==> config.mk <==
export PLATFORM = sky130hd
export DESIGN_NAME = cpsr_flag_register
export DESIGN_NICKNAME = d
export VERILOG_FILES = /design/src/rtl/cpsr_flag_register.sv
export SDC_FILE = /design/constraint.sdc
export NUM_CORES = 1
export LEC_CHECK = 0
export CELL_PAD_IN_SITES_DETAIL_PLACEMENT = 1
export CELL_PAD_IN_SITES_GLOBAL_PLACEMENT = 1
export CORE_UTILIZATION = 22
export CTS_CLUSTER_DIAMETER = 30
export DETAILED_ROUTE_END_ITERATION = 12
export PLACE_DENSITY_LB_ADDON = 0.1
export SYNTH_ARGS = -nofsm -noshare
export SYNTH_HDL_FRONTEND = slang
export SYNTH_SLANG_ARGS = --single-unit
==> constraint.sdc <==
create_clock -name i_Clk -period 2.2 [get_ports i_Clk]
set_input_delay 0.22 -clock i_Clk [delete_from_list [all_inputs] [get_ports i_Clk]]
set_output_delay 0.22 -clock i_Clk [all_outputs]
set_load 0.05 [all_outputs]
==> src/rtl/cpsr_flag_register.sv <==
// NZCV flag register with a single-level saved copy (SPSR) for exception entry/return.
// o_Next_CPSR exposes the value CPSR will take at the coming edge.
module cpsr_flag_register #(
  parameter int WIDTH = 32
) (
  input  logic             i_Clk,
  input  logic             i_Reset,
  input  logic [WIDTH-1:0] i_Result,
  input  logic             i_Carry_Out,
  input  logic             i_A_Msb,
  input  logic             i_B_Msb,
  input  logic [1:0]       i_Op_Class,
  input  logic             i_Set_Flags,
  input  logic             i_Cond_Pass,
  input  logic             i_Msr_Write,
  input  logic [3:0]       i_Msr_Data,
  input  logic             i_Exc_Entry,
  input  logic             i_Exc_Return,
  output logic [3:0]       o_CPSR,
  output logic [3:0]       o_SPSR,
  output logic [3:0]       o_Next_CPSR,
  output logic             o_Flags_Updated
);

  localparam logic [1:0] OP_LOGIC = 2'b00;
  localparam logic [1:0] OP_ADD   = 2'b01;
  localparam logic [1:0] OP_SUB   = 2'b10;
  localparam logic [1:0] OP_NONE  = 2'b11;

  logic [3:0] r_CPSR;
  logic [3:0] r_SPSR;
  logic       r_Flags_Updated;
  logic [3:0] w_Alu_Flags;
  logic [3:0] w_Next_CPSR;

  // Subtract overflow uses the un-inverted B MSB, so the sign test is inverted vs. add.
  function automatic logic [3:0] alu_flags(
    input logic [WIDTH-1:0] res,
    input logic             carry,
    input logic             a_msb,
    input logic             b_msb,
    input logic [1:0]       op,
    input logic             v_cur
  );
    logic n;
    logic z;
    logic v;
    n = res[WIDTH-1];
    z = ~|res;
    case (op)
      OP_ADD:  v = (a_msb == b_msb) && (n != a_msb);
      OP_SUB:  v = (a_msb != b_msb) && (n != a_msb);
      default: v = v_cur;
    endcase
    return {n, z, carry, v};
  endfunction

  always_comb begin
    w_Alu_Flags = alu_flags(i_Result, i_Carry_Out, i_A_Msb, i_B_Msb, i_Op_Class, r_CPSR[0]);
  end

  // Entry leaves CPSR alone, so it shadows every lower-priority source in that cycle.
  always_comb begin
    w_Next_CPSR = r_CPSR;
    if (i_Reset)
      w_Next_CPSR = 4'b0000;
    else if (i_Exc_Entry)
      w_Next_CPSR = r_CPSR;
    else if (i_Exc_Return)
      w_Next_CPSR = r_SPSR;
    else if (i_Msr_Write && i_Cond_Pass)
      w_Next_CPSR = i_Msr_Data;
    else if (i_Set_Flags && i_Cond_Pass && (i_Op_Class != OP_NONE))
      w_Next_CPSR = w_Alu_Flags;
  end

  always_ff @(posedge i_Clk) begin
    if (i_Reset) begin
      r_CPSR          <= 4'b0000;
      r_SPSR          <= 4'b0000;
      r_Flags_Updated <= 1'b0;
    end else begin
      r_CPSR          <= w_Next_CPSR;
      r_Flags_Updated <= (w_Next_CPSR != r_CPSR);
      if (i_Exc_Entry)
        r_SPSR <= r_CPSR;
    end
  end

  assign o_CPSR          = r_CPSR;
  assign o_SPSR          = r_SPSR;
  assign o_Next_CPSR     = w_Next_CPSR;
  assign o_Flags_Updated = r_Flags_Updated;

  logic w_unused_op;
  assign w_unused_op = (OP_LOGIC == 2'b00) && (OP_SUB == 2'b10);

endmodule

Fig. 1: run 1, cell area per tile
6 x 6 tiles, from black (low) to pale yellow (high), 0 to 100% covered.
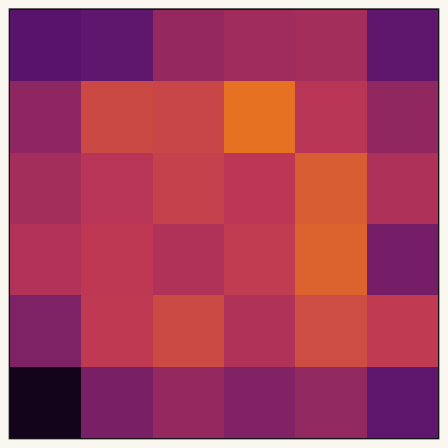
mean over tiles: 44%
fullest tile: 67%
emptiest ninth of the die: south-west

Fig. 2: run 1, logic cells by family
Scale bar: 20 um.
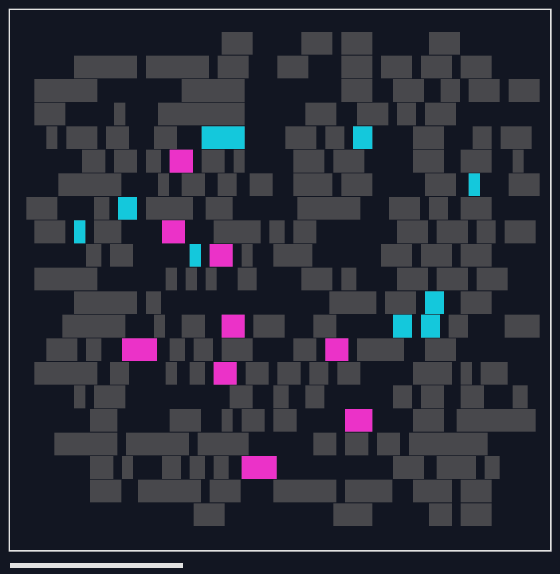
legend:
  magenta:
    family: AND and OR gates
    cells: 9
  cyan:
    family: NAND gates
    cells: 9

Fig. 3: run 1, I/O nets highlighted
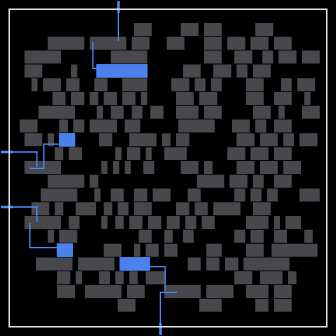
legend:
  blue:
    port: `o_Next_CPSR`
    bits: 4
    direction: output
    edge: 2 west, 1 north, 1 south
    end_cells: 4
    buffers: 4
    wire: 73.1 um

-- run 1: logic make-up after synthesis --
logic type                 after synthesis  share of synthesized area, %
AOI/OAI and AO/OA                       29                         26.88
xor gates and xnor gates                 1                         1.094
adders and majority gates                2                         3.125
buffers and inverters                    9                         4.375
DFF                                      9                         22.50
muxes                                    6                         7.500
and+or+nand+nor                         45                         34.53
-- run 1: per-layer routing --
layer | part of all wire (%) | global-route usage, % | vias up
met2 | 47 | 29.53 | 41
li1 | - | - | 546
met3 | 4.8 | 2.206 | 7
met4 | 1.9 | 7.849 | 0
met1 | 47 | 22.23 | 508
met5 | 0 | 0 | -
-- run 1: cell usage in the layout (no fill, tap or decap), drive strengths merged, types with 2 or more instances in the layout --
master | netlist | layout
a2111oi | 3 | 3
a21oi | 10 | 10
a221oi | 3 | 3
and2b | 2 | 2
buf | 1 | 22
clkbuf | 3 | 6
clkdlybuf4s50 | 0 | 51
dfxtp | 9 | 9
dlymetal6s2s | 0 | 3
ha | 2 | 2
inv | 5 | 5
mux2i | 6 | 6
nand2 | 3 | 3
nand2b | 4 | 4
nand4 | 2 | 2
nor2 | 9 | 9
nor2b | 5 | 5
nor3 | 2 | 2
nor4 | 9 | 9
o211ai | 2 | 2
o21a | 3 | 3
o21ai | 4 | 4
or3 | 2 | 2
or4 | 4 | 4
-- run 1: registers in the layout (all words and copies together) (netlist names) --
register	count
o_CPSR	4
o_Flags_Updated	1
o_SPSR	4
-- run 1: metrics by stage --
step           setup TNS (ps)  instance area [um2]  power [mW]
2_1_floorplan               0                829.5      0.3078
3_3_place_gp           -805.3                 1644      0.4709
3_5_place_dp            -1001                 1644      0.4754
4_1_cts                     0                 1708      0.6163
5_1_grt                     0                 1749      0.6508
6_report                    0                 1749      0.6108
==> results.py, run 1 <==
# Metrics from the implementation run
metrics = {
    "run_status": {
        "outcome": "completed",
    },
    "grt": {
        "grt_use_total_pct": 17.55,
        "grt_pass1_vias": 1134,
    },
    "placed_design": {
        "dp_cells": 219,
    },
    "synth": {
        "post_synth_most_frequent_cells": "10 x sky130_fd_sc_hd__a21oi_1, 9 x sky130_fd_sc_hd__dfxtp_1, 9 x sky130_fd_sc_hd__nor2_1, 9 x sky130_fd_sc_hd__nor4_1, 6 x sky130_fd_sc_hd__mux2i_1",
        "async_flop_share_pct": 0,
        "synth.yosys.warnings": 0,
        "post_synth.cell_area_avg_um2": 7.928,
        "synth_stat.cells": 101,
        "yosys_most_used_dff": "sky130_fd_sc_hd__dfxtp_1",
        "yosysUniqueCellTypes": 34,
        "edf_count": 0,
        "synthesis.area_um2": 800.8,
        "syn_inst": 101,
    },
    "finish": {
        "regArea_um2": 180.2,
        "final_cell_count_no_fill": 225,
        "seqAreaFraction_pct": 10.30,
        "layout.comb_gates.multi_input": 83,
        "area_share_nonclk_buffers_pct": 45.14,
        "nonClockBufferCount": 78,
        "biggest_area_consumer_among_cell_classes": "non-clock buffers",
        "antenna-diode-count": 0,
        "nNonClkInverters": 5,
        "numSequentialCells": 9,
        "clock_tree_area_fraction_pct": 1.502,
        "drive_gt1_share_pct": 25.14,
        "n_fill_cell": 402,
    },
    "worst_setup_path": {
        "highest_cell_delay_on_the_worst_timing_path_ps": 540,
        "endpoint": "o_Next_CPSR[0]",
        "r2r-start": "o_SPSR[2]",
        "worst_path_slowest_cell": "sky130_fd_sc_hd__clkdlybuf4s50_1",
        "startpoint": "i_Exc_Entry",
        "worstSetupStartpointType": "input pin",
        "arr_time_crit_path_ps": 1870,
    },
    "clocking": {
        "clk_tree_root_cell": "sky130_fd_sc_hd__clkbuf_4",
        "tritoncts_num_sinks": 9,
        "htree_num_levels": 1,
        "max-clock-path-buffers": 2,
        "cts_hold_buf": 0,
        "clk_lat_worst_skew_ps": 260,
    },
    "power_and_ir_drop": {
        "pg_seq_mw": 0.180,
        "power.density_cell_area_nw_per_um2": 349.2,
        "total_leakage_power_nw": 0.6647,
    },
    "route": {
        "detailroute.via_count": 1102,
        "vias_per_cell": 4.898,
        "drtIter0Drc": 24,
    },
    "sta": {
        "timing_worst_slew_pin_value_ps": 498.4,
    },
    "floorplanning": {
        "design.die.area_um2": 3885,
        "dieHeight_um": 62.33,
        "floorplan.io_pins": 61,
        "floorplan.rows": 21,
    },
    "hold_path": {
        "worst_hold_startpoint": "o_SPSR[2]",
    },
}
==> run 1 -> run 2 <==
- GPL_ROUTABILITY_DRIVEN: not set -> 0
Fig. 4: run 2, I/O nets highlighted
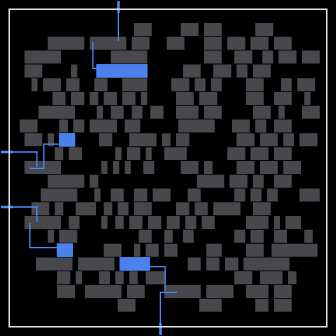
legend:
  blue:
    port: `o_Next_CPSR`
    bits: 4
    direction: output
    edge: 2 west, 1 north, 1 south
    end_cells: 4
    buffers: 4
    wire: 73.1 um

==> run 2 against run 1 <==
Via count unchanged. Maximum frequency did not move. Clock power is essentially flat. Core utilization did not move. Cell area stayed put.
==> results.py, run 2 <==
# Metrics from the implementation run
metrics = {
    "run_status": {
        "outcome": "completed",
    },
    "grt": {
        "grt_use_total_pct": 17.55,
        "antenna_found_initial": 0,
    },
    "synth": {
        "synth_adder_area_share_pct": 3.125,
        "synthesis.area_um2": 800.8,
        "synth_top_cell_by_count": "sky130_fd_sc_hd__a21oi_1",
        "post_synth_most_frequent_cells": "10 x sky130_fd_sc_hd__a21oi_1, 9 x sky130_fd_sc_hd__dfxtp_1, 9 x sky130_fd_sc_hd__nor2_1, 9 x sky130_fd_sc_hd__nor4_1, 6 x sky130_fd_sc_hd__mux2i_1",
        "compound_area_share_pct": 26.88,
        "edf_count": 0,
        "post_synth.cell_area_avg_um2": 7.928,
        "yosys.area.top_type": "sky130_fd_sc_hd__dfxtp_1",
        "yosys-mux-area-fraction_pct": 7.500,
        "async_flop_share_pct": 0,
        "simple_gate_share_pct": 34.53,
        "top_comb_family_area": "simple AND/OR/NAND/NOR gates",
        "yosys_most_used_dff": "sky130_fd_sc_hd__dfxtp_1",
        "synth_stat.cells": 101,
        "syn_inst": 101,
        "yosys.area_share.xor_xnor_pct": 1.094,
        "synth.yosys.warnings": 0,
    },
    "route": {
        "antenna_violating_nets_post_route": 0,
        "wire_per_inst_um": 14.46,
        "vias_per_cell": 4.898,
        "dr.max_layer_used": "met4",
        "drtIter0Drc": 24,
        "routed-wl-met2_mm": 1.516,
        "detailroute.via_count": 1102,
        "met3RoutedLength_um": 155,
    },
    "clocking": {
        "htree_num_levels": 1,
        "clk_lat_worst_skew_ps": 260,
        "clk_tree_root_cell": "sky130_fd_sc_hd__clkbuf_4",
        "cts_hold_buf": 0,
        "tritoncts_num_sinks": 9,
    },
    "floorplanning": {
        "floorplan.io_pins": 61,
        "floorplan.rows": 21,
        "design.die.area_um2": 3885,
        "dieHeight_um": 62.33,
    },
    "sta": {
        "timing_worst_slew_pin_value_ps": 498.4,
        "timing.setup.tns_ps": 0,
        "report.final.hold_viol_count": 0,
        "setup_viol": 0,
    },
    "finish": {
        "n_fill_cell": 402,
        "antenna-diode-count": 0,
        "final_core_utilization_pct": 51.21,
        "mostFrequentLayoutCell": "sky130_fd_sc_hd__clkdlybuf4s50_1",
        "fin_area_um2": 1749,
        "drive_gt1_share_pct": 25.14,
        "final_cell_count_no_fill": 225,
    },
    "placed_design": {
        "dp_cells": 219,
        "detailed_place.area_um2": 1644,
    },
    "worst_setup_path": {
        "arr_time_crit_path_ps": 1870,
        "worst_r2r_path_depth": 4,
        "r2r-start": "o_SPSR[2]",
        "worstSetupStartpointType": "input pin",
    },
    "power_and_ir_drop": {
        "total_leakage_power_nw": 0.6647,
        "power.density_cell_area_nw_per_um2": 349.2,
    },
    "hold_path": {
        "worst_hold_startpoint": "o_SPSR[2]",
    },
    "run": {
        "log.warning_count": 27,
    },
}
Fig. 5: run 2, the metal 3 layer
Scale bar: 20 um.
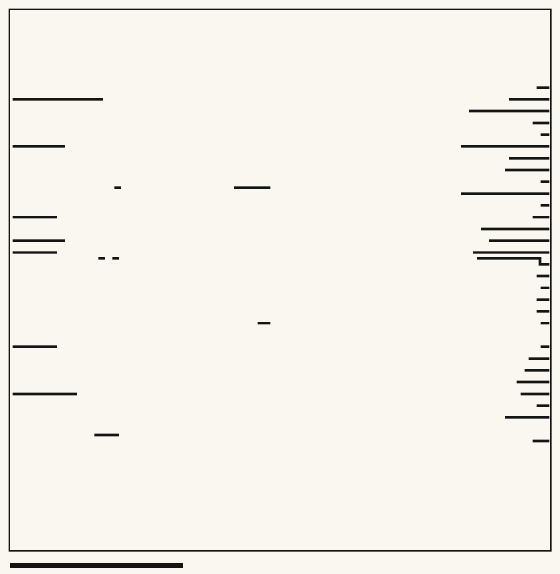
longest straight run: 10.1 um
wire length on this layer: 156 um

-- run 2: power by group through the flow --
stage               registers [mW]  logic (mW)  clock network (mW)
floorplan                    0.211      0.0967                   0
global placement             0.183       0.288                   0
detailed placement           0.184       0.292                   0
CTS                          0.181       0.299               0.136
global route                 0.182       0.322               0.147
finish                       0.180       0.302               0.128
-- run 2: critical path, cell delays in order --
cell and delay [ps]:
sky130_fd_sc_hd__clkdlybuf4s50_1 540, sky130_fd_sc_hd__buf_12 160, sky130_fd_sc_hd__nor2b_1 60, sky130_fd_sc_hd__o21a_1 130
sky130_fd_sc_hd__nand2b_4 160, sky130_fd_sc_hd__a2111oi_4 400, sky130_fd_sc_hd__buf_12 180
-- run 2: how the worst max path moves through the flow --
stage / start / endpoint / slack, ps / cells past startpoint
finish: i_Exc_Entry / o_Next_CPSR[0] / 110 / 7
global route: i_Exc_Return / o_Next_CPSR[3] / 5 / 7
CTS: i_Set_Flags / o_Next_CPSR[1] / 5 / 8
detailed placement: i_Op_Class[1] / o_Next_CPSR[1] / -240 / 8
global placement: i_Op_Class[0] / o_Next_CPSR[1] / -190 / 8
floorplan: i_Op_Class[0] / o_Next_CPSR[0] / 100 / 5
-- run 2: per-layer routing --
layer / GRT usage, % / vias up
met1: 22.23 / 508
met2: 29.53 / 41
li1: - / 546
met5: 0 / -
met3: 2.206 / 7
met4: 7.849 / 0
-- run 2: area by class of cell --
type                            count  area [um2]  area share (%)
Clock buffer                        4       26.28           1.502
Inverter                            5       18.77           1.073
Multi-Input combinational cell     83       676.9           38.70
Sequential cell                     9       180.2           10.30
Tap cell                           46       57.56           3.290
Timing Repair Buffer               78       789.5           45.14
Power is estimated from default activity; no workload was simulated.
